Run 1, a small window of the routed layout:
Window x 59 to 79, y 72 to 92 um. Cells in gray, sequential cells in the stronger gray; small squares are vias.
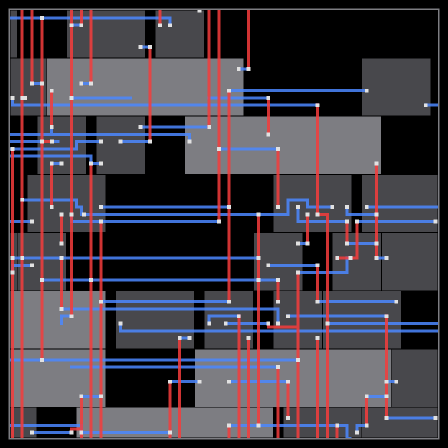
Run 1, port wiring:
Drawn at 3 px/um.
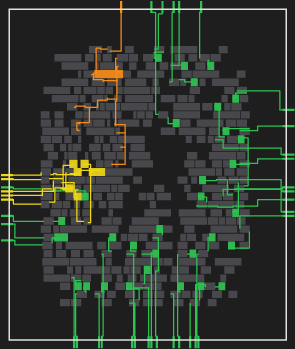
Run 1, the clock network:
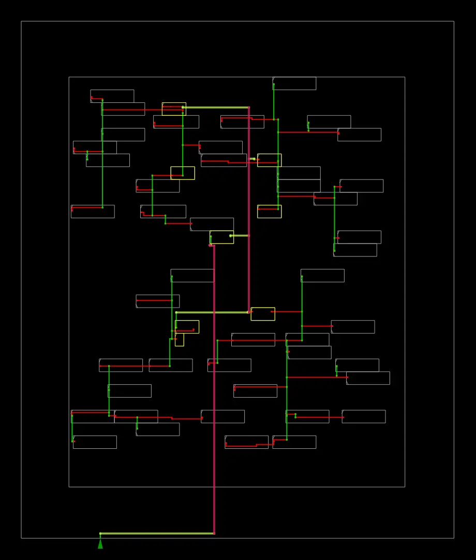
==> config.mk <==
export PLATFORM = sky130hd
export DESIGN_NAME = rf_wb_arbiter
export DESIGN_NICKNAME = d
export VERILOG_FILES = /design/src/rtl/rf_pkg.sv /design/src/rtl/rf_wb_pick.sv /design/src/rtl/rf_wb_arbiter.sv
export SDC_FILE = /design/constraint.sdc
export NUM_CORES = 1
export LEC_CHECK = 0
export ABC_CLOCK_PERIOD_IN_PS = 1800
export CAP_MARGIN = 10
export CORE_ASPECT_RATIO = 1.25
export CORE_MARGIN = 10
export CORE_UTILIZATION = 36
export CTS_CLUSTER_DIAMETER = 80
export DETAILED_ROUTE_END_ITERATION = 16
export PLACE_DENSITY_LB_ADDON = 0.3
export SETUP_SLACK_MARGIN = 0.2
export SLEW_MARGIN = 25
export SYNTH_ARGS = -nofsm -noshare
export SYNTH_HDL_FRONTEND = slang
export SYNTH_SLANG_ARGS = --single-unit
==> constraint.sdc <==
create_clock -name clk -period 1.8 [get_ports clk]
set_clock_uncertainty 0.1 [all_clocks]
set_input_delay 0.36 -clock clk [delete_from_list [all_inputs] [get_ports clk]]
set_output_delay 0.36 -clock clk [all_outputs]
set_load 0.02 [all_outputs]
==> reports/results.ini, run 1 <==
[run]
warnings=29

[route]
top_layer=met4
viasPerCell=5.21
dr_wl_met3_um=493
wl_met2_mm=4.50

[pwr]
power_mw=3.20
comb_power_share_pct=38.3
top_power_group=registers
powerComb_mw=1.22
clkPwrFrac_pct=21.7

[cells_and_area]
seq_area_um2=1130
area_growth_pct=73.7
largest_register_ffs=32
nFillCells=528
nMultiInputCombCells=148
biggestCellCategory=buffers
final_cells=446
drive_above_1_share_pct=18.0
fin_area_um2=4030
clock_cell_area_share_pct=2.51

[cts]
post_cts_buffers=1

[synth]
mux_share_pct=0
ys_types=29
ys_ff=45
async_flop_share_pct=100
yosys_cells=218
logic_family=simple AND/OR/NAND/NOR gates
top_cell_area_share_pct=47.4
ys_chip_area_um2=2320
topCellsByArea=dfrtp_1 (47%), a32o_1 (14%), nand2b_1 (9.2%)
synth_nets=299
avgSynthCellArea_um2=10.6
synthAoiAreaFrac_pct=19.9
ff_type=dfrtp_1
netlist.top_cell.by_area=dfrtp_1

[floorplan]
core_um2=6210
die_w_um=91.8
n_tap_cell=85

[global_route]
grt_pass1_wl_mm=13.0
use_met3_pct=4.77
track_usage_pct=16.1
grt_overflow=0

[run_status]
status=finished, violations left
violations=setup timing

[setup_path]
worst_ep_arrival_time_ns=1.89
cpMaxStageDelayCell=dfrtp_2
path_cells=or3_4 -> buf_12 -> or3_1 -> a32o_1
critPathLaunchType=flip-flop
critPathBufInv=1
path_class=flip-flop to flip-flop

[sta]
setup_violations=4
worst_pin_slew_ns=0.320
fin_crit_sh_pct=100
fin_crit_ns=1.81
slew_viol_final=0
worst_slack_ns=-0.00761
hold_ws_ns=0.274

Notes on 'a small window of the routed layout' above:
- red: M2
- blue: M1
- sequential cells in the window: 4
- cells with their middle in the window: 23
- most frequent: clkdlybuf4s50_1 (5)

Notes on 'port wiring' above:
- green: mem_wb_data (bits 32; direction input; end cells 32; buffers 32; wire 888 um)
- yellow: alu_wb_rd (bits 5; direction input; end cells 7; buffers 8; wire 175 um)
- orange: scrub_busy (bits 1; direction output; end cells 1; buffers 2; wire 127 um)
port bufs: 120
IO Pins: 121

Notes on 'the clock network' above:
FF+latch count: 45
clock latency on the worst-skew pair: 0.30 ns
clock buffer count from CTS: 5
CTS Sinks: 45
Clock group: 0.694 mW

-- run 1: Yosys cell counts, types with 3 or more instances --
cell / n
dfrtp_1: 44
nand2b_1: 34
nor2_1: 4
a21oi_1: 5
nand2_1: 9
buf_6: 4
buf_2: 5
nand3b_1: 6
or3_1: 32
o21ai_0: 3
inv_1: 5
a221o_1: 5
a32o_1: 32
clkbuf_1: 11
-- run 1: logic make-up (layout without fill, tap and decap cells) --
group                    count (synthesis)  after routing
adder cells (fa/ha/maj)                  2              2
AND-OR/OR-AND                           52             52
flip-flops                              45             45
buffers and inverters                   25            168
AND/OR/NAND/NOR                         94             94
-- run 1: worst register-to-register path: stages, from the launching register on --
cell and delay [ns]:
dfrtp_2 0.41, or3_4 0.40, buf_12 0.18, or3_1 0.37, a32o_1 0.25
==> run 2: changes to the inputs <==
Settings changed: MAX_ROUTING_LAYER set to met4, PLACE_DENSITY set to 0.82, PLACE_DENSITY_LB_ADDON 0.3 to unset, TNS_END_PERCENT set to 10.
Run 2, port wiring:
Drawn at 3 px/um.
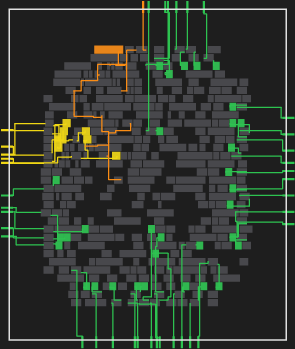
- yellow: alu_wb_rd (bits 5; direction input; end cells 7; buffers 6; wire 160 um)
- orange: scrub_busy (bits 1; direction output; end cells 1; buffers 2; wire 135 um)
- green: mem_wb_data (bits 32; direction input; end cells 32; buffers 32; wire 832 um)

==> run 2 against run 1 <==
- the flow still finishes with violations (setup timing)
- utilization fell by 0.12 points
- sequential cell count did not move
- routed wire length fell by 2.3%
- critical endpoint is now alu_wb_ready
- largest power group unchanged
- highest routed layer unchanged
==> reports/results.ini, run 2 <==
[sta]
worst_slack_ns=-0.0873  ; -0.0797 ns
slew_viol_final=0  ; unchanged
worst_pin_slew_ns=0.333  ; +0.0135 ns
fin_crit_sh_pct=105  ; +4.4 points
fin_crit_ns=1.89  ; +0.0797 ns
setup_violations=30  ; +26

[cells_and_area]
nFillCells=516  ; -2.3%
seq_area_um2=1130  ; -0.11%
area_growth_pct=73.4
nMultiInputCombCells=148  ; unchanged
largest_register_ffs=32  ; unchanged
fin_area_um2=4030  ; -0.19%
nFlopsAndLatches=45  ; unchanged

[pwr]
p_seq_mw=1.28
powerComb_mw=1.19  ; about the same
top_power_group=registers
comb_power_share_pct=38.7  ; +0.4 points
clkPwrFrac_pct=19.7  ; -2.0 points

[synth]
ys_chip_area_um2=2320  ; unchanged
logic_family=simple AND/OR/NAND/NOR gates
ys_types=29  ; unchanged
topCellsByArea=dfrtp_1 (47%), a32o_1 (14%), nand2b_1 (9.2%)
synth_nets=299  ; unchanged
top_cell_area_share_pct=47.4  ; unchanged
avgSynthCellArea_um2=10.6  ; unchanged
ys_ff=45  ; unchanged
netlist.top_cell.by_area=dfrtp_1
synthAoiAreaFrac_pct=19.9  ; unchanged
mux_share_pct=0  ; unchanged
ff_type=dfrtp_1
async_flop_share_pct=100  ; unchanged
ys_top_cells_by_count=dfrtp_1 (44), nand2b_1 (34), a32o_1 (32), or3_1 (32), clkbuf_1 (11)

[run_status]
status=finished, violations left
violations=setup timing

[route]
dr_wl_met3_um=473  ; -4.1%
viasPerCell=5.26  ; +0.90%
top_layer=met4
wl_met2_mm=4.48  ; -0.36%

[setup_path]
path_class=flip-flop to output pin
critPathBufInv=2  ; +1
cpMaxStageDelayCell=dfrtp_2
critPathLaunchType=flip-flop
path_cells=or3_4 -> buf_6 -> nor2_4 -> buf_6
worst_ep_arrival_time_ns=1.43  ; -0.46 ns

[global_route]
track_usage_pct=17.2  ; +1.1 points
grt_pass1_wl_mm=13.7  ; +5.2%
grt_overflow=0  ; unchanged
use_met3_pct=4.37  ; -0.41 points

[cts]
htreeDepth=2
insertion_delay_ns=0.29  ; about the same
cts_buffers=5  ; unchanged

[placed_design]
port_buffers=120  ; unchanged
place_hpwl_mm=6.10

[floorplan]
n_tap_cell=85  ; unchanged
core_um2=6210  ; unchanged
die_w_um=91.8  ; unchanged
io_pins=121  ; unchanged

[run]
warnings=29  ; unchanged

Run 2, M2 wires:
Drawn at 3 px/um.
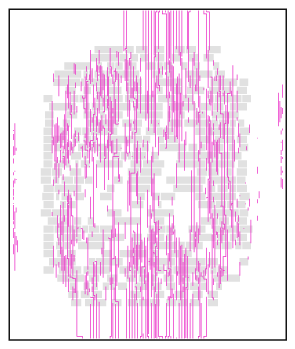
- nets with wire on the layer: 388
- main direction: vertical
Post-Route WL: 8.36 mm
met2 Use GR: 31.5%
Via Count: 2325

## run 2: cell counts after synthesis
Identical to the previous run, type by type.
## run 2: through the flow
stage	instances	power, mW	worst slack, ns	hold WS, ns	TNS, ns
2_1_floorplan	218	1.83	0.0181	0.367	0
4_1_cts	442	3.11	-0.150	0.274	-3.42
3_3_place_gp	425	2.40	-0.591	0.374	-17.91
6_report	442	3.09	-0.0873	0.264	-1.53
3_5_place_dp	425	2.42	-0.599	0.381	-18.64
5_1_grt	442	3.26	-0.138	0.302	-3.27
## run 2: what timing repair did
item,CTS,global route
hold buffers,0,0
setup endpoints to repair,82,51
setup buffers,5,0
gates cloned,4,0
gates resized,75,6
pin swaps,39,8
Power is estimated from default activity; no workload was simulated.
